Cells colored by class:
Scale: 1.5 px per um.
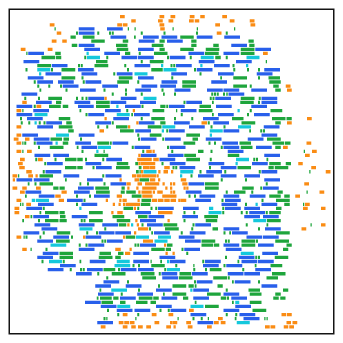
Routing congestion:
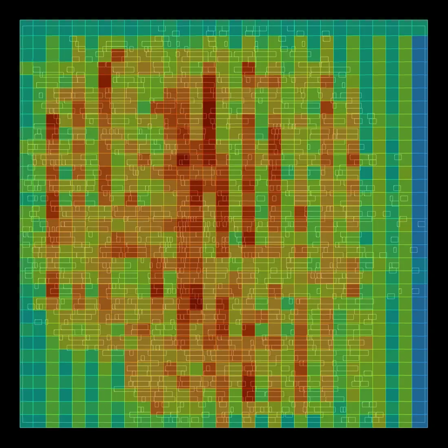
Ports around the boundary:
Scale: 2 px per um. Pins as bars across the die edge, other pins in gray.
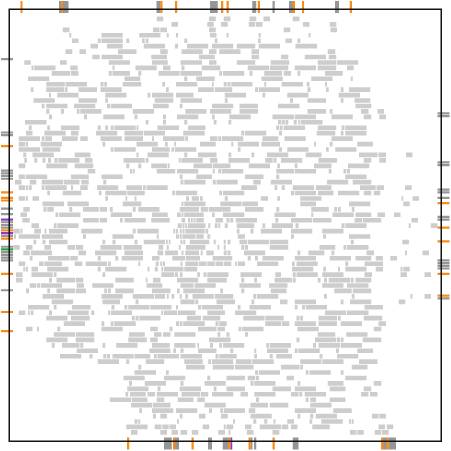
<file path="src/rtl/shader_pkg.sv">
// Shared shader datapath constants: default register width and register-index width
// used by the vector register file and the SIMD datapath.
package shader_pkg;

  localparam int DEFAULT_DATA_WIDTH = 32;
  localparam int DEFAULT_ADDR_WIDTH = 3;

endpackage

</file>
<file path="src/rtl/vector_register_file.sv">
// Two-read, one-write vector register file with combinational reads and a
// synchronous clear; register 0 is an ordinary writable register.
module vector_register_file
  import shader_pkg::*;
#(
  parameter int DATA_WIDTH = DEFAULT_DATA_WIDTH,
  parameter int ADDR_WIDTH = DEFAULT_ADDR_WIDTH,
  parameter int NUM_REGS   = 2 ** ADDR_WIDTH
) (
  input  logic                  clk,
  input  logic                  rst,
  input  logic                  write_enable,
  input  logic [ADDR_WIDTH-1:0] addr_a,
  input  logic [ADDR_WIDTH-1:0] addr_b,
  input  logic [ADDR_WIDTH-1:0] write_addr,
  input  logic [DATA_WIDTH-1:0] write_data,
  output logic [DATA_WIDTH-1:0] vec_a,
  output logic [DATA_WIDTH-1:0] vec_b
);

  logic [DATA_WIDTH-1:0] regs [NUM_REGS];

  // Reset outranks a concurrent write, so a write presented during reset is dropped.
  always_ff @(posedge clk) begin
    if (rst) begin
      for (int i = 0; i < NUM_REGS; i++) begin
        regs[i] <= '0;
      end
    end else if (write_enable) begin
      regs[write_addr] <= write_data;
    end
  end

  // No bypass: a pending write is only visible after the edge that commits it.
  always_comb begin
    vec_a = regs[addr_a];
    vec_b = regs[addr_b];
  end

endmodule

</file>
<file path="config.mk">
export PLATFORM = sky130hd
export DESIGN_NAME = vector_register_file
export DESIGN_NICKNAME = d
export VERILOG_FILES = /design/src/rtl/shader_pkg.sv /design/src/rtl/vector_register_file.sv
export SDC_FILE = /design/constraint.sdc
export NUM_CORES = 1
export LEC_CHECK = 0
export ABC_AREA = 0
export ABC_CLOCK_PERIOD_IN_PS = 5900
export CORE_UTILIZATION = 30
export DETAILED_ROUTE_END_ITERATION = 10
export GPL_TIMING_DRIVEN = 0
export PLACE_DENSITY = 0.44
export SLEW_MARGIN = 20
export SYNTH_ARGS = -nofsm -noshare
export SYNTH_HDL_FRONTEND = slang
export SYNTH_SLANG_ARGS = --single-unit
</file>
<file path="constraint.sdc">
create_clock -name clk -period 5.9 [get_ports clk]
set_input_delay 1.475 -clock clk [delete_from_list [all_inputs] [get_ports clk]]
set_output_delay 1.475 -clock clk [all_outputs]
set_load 0.03 [all_outputs]
</file>
==> results.py <==
# Synthesis and PnR figures
metrics = {
    "timing": {
        "final_period_minus_worst_setup_slack_ns": 5.33,
        "finalClockPeriodUsage_pct": 90.4,
        "worst_pin_slew_ns": 0.967,
    },
    "logic_synthesis": {
        "ys_cells": 843,
        "largest_area_cell": "sky130_fd_sc_hd__edfxtp_1",
        "mappedNetlistArea_mm2": 0.0136,
        "ys_seq_share_pct": 56.3,
        "synth_flops": 256,
        "cell_types_occupying_the_most_area_after_synthesis": "sky130_fd_sc_hd__edfxtp_1 56%, sky130_fd_sc_hd__mux4_1 15%, sky130_fd_sc_hd__nor3_1 9.4%",
        "synthesis.yosys.warnings": 0,
        "asyncSetResetFlopFracSynth_pct": 0,
    },
    "final_layout": {
        "largest_register_ffs": 256,
        "logic_area_mm2": 0.00538,
        "top_register": "regs",
    },
    "critical_path": {
        "worst-endpoint-required_ns": 4.43,
        "worst_path_maximum_fanout": 10,
        "start_kind": "input port",
        "path_delay_family": "buffers and inverters",
    },
    "detailed_routing": {
        "drcViolationCount": 0,
        "detail_route.first_pass.iterations": 5,
        "finalWirelength_mm": 46.1,
        "detailedRoute.firstIterationViolations": 656,
    },
    "clocking": {
        "cts_hold_buffers": 0,
        "clock_pin_transition_on_the_worst_setup_and_hold_timing_paths_ns": 0.06,
        "cts_made_buffers": 30,
        "htree_levels": 1,
        "cts_max_path_buffers": 3,
        "post_cts.repair.setup_buffers": 0,
        "clock-sinks": 256,
    },
    "pwr": {
        "power.ir.vdd_worst_v": 0.000214,
        "switching_share_of_power_pct": 26.8,
        "power_frac_clock_pct": 38.1,
        "power_switching_mw": 1.31,
        "seqPwrFrac_pct": 44.2,
    },
    "job": {
        "max_cap_viol_count": 0,
    },
    "grt": {
        "grt_max_degree": 18,
        "global_route.peak_usage_layer": "met2",
        "grt_pass1_wl_mm": 66.1,
        "via_count_of_the_first_global_routing_pass": 9209,
    },
    "status": {
        "status": "completed",
    },
    "placement": {
        "number_of_i_o_port_buffers": 101,
    },
}
-- 'cells colored by class' (at the start) --
orange -> other buffers and delay cells  # cells 206
blue -> flops  # cells 256
cyan -> clock drivers and dummy loads  # cells 56
green -> combinational and other logic  # cells 494
site row count: 77
core region area: 0.0445 mm2

-- 'routing congestion' (at the start) --
met1 usage: 27.8%
Total GRT Usage: 19.8%
met2 routing resource usage after global routing: 32.3%
met3 track utilization from global routing: 2.45%
average wire per standard cell: 28.7 um

-- 'ports around the boundary' (at the start) --
orange -> write_data  # pins 32, direction input, edge 10 north, 9 west, 8 south, 5 east
green -> write_enable  # pins 1, direction input, edge west
purple -> addr_b  # pins 3, direction input, edge 2 west, 1 south
all pins by edge = 31 west, 31 south, 27 north, 19 east

[path summary, 6_finish.rpt]
path | startpoint | to | slack (ns) | cells after the start
max | addr_a[2] | vec_a[13] | 0.57 | 5
min | write_data[30] | regs[4][30]$_SDFFCE_PN0P_ | 1.70 | 3
[cell families (layout without fill, tap and decap cells)]
logic type	Yosys count	after routing	synth area share (%)
DFF	256	256	56.3
buffers and inverters	125	294	4.89
and+or+nand+nor	262	262	9.67
muxes	192	192	28.7
AOI/OAI and AO/OA	8	8	0.440
[per-stage QoR]
step | cells | TNS [ns]
final | 1604 | 0
after global routing | 1604 | 0
after CTS | 1604 | 0
after detailed placement | 1548 | 0
after global placement | 1536 | -261.39
after floorplan | 843 | 0
No activity file was given, so power comes from the tool's default toggle rates.
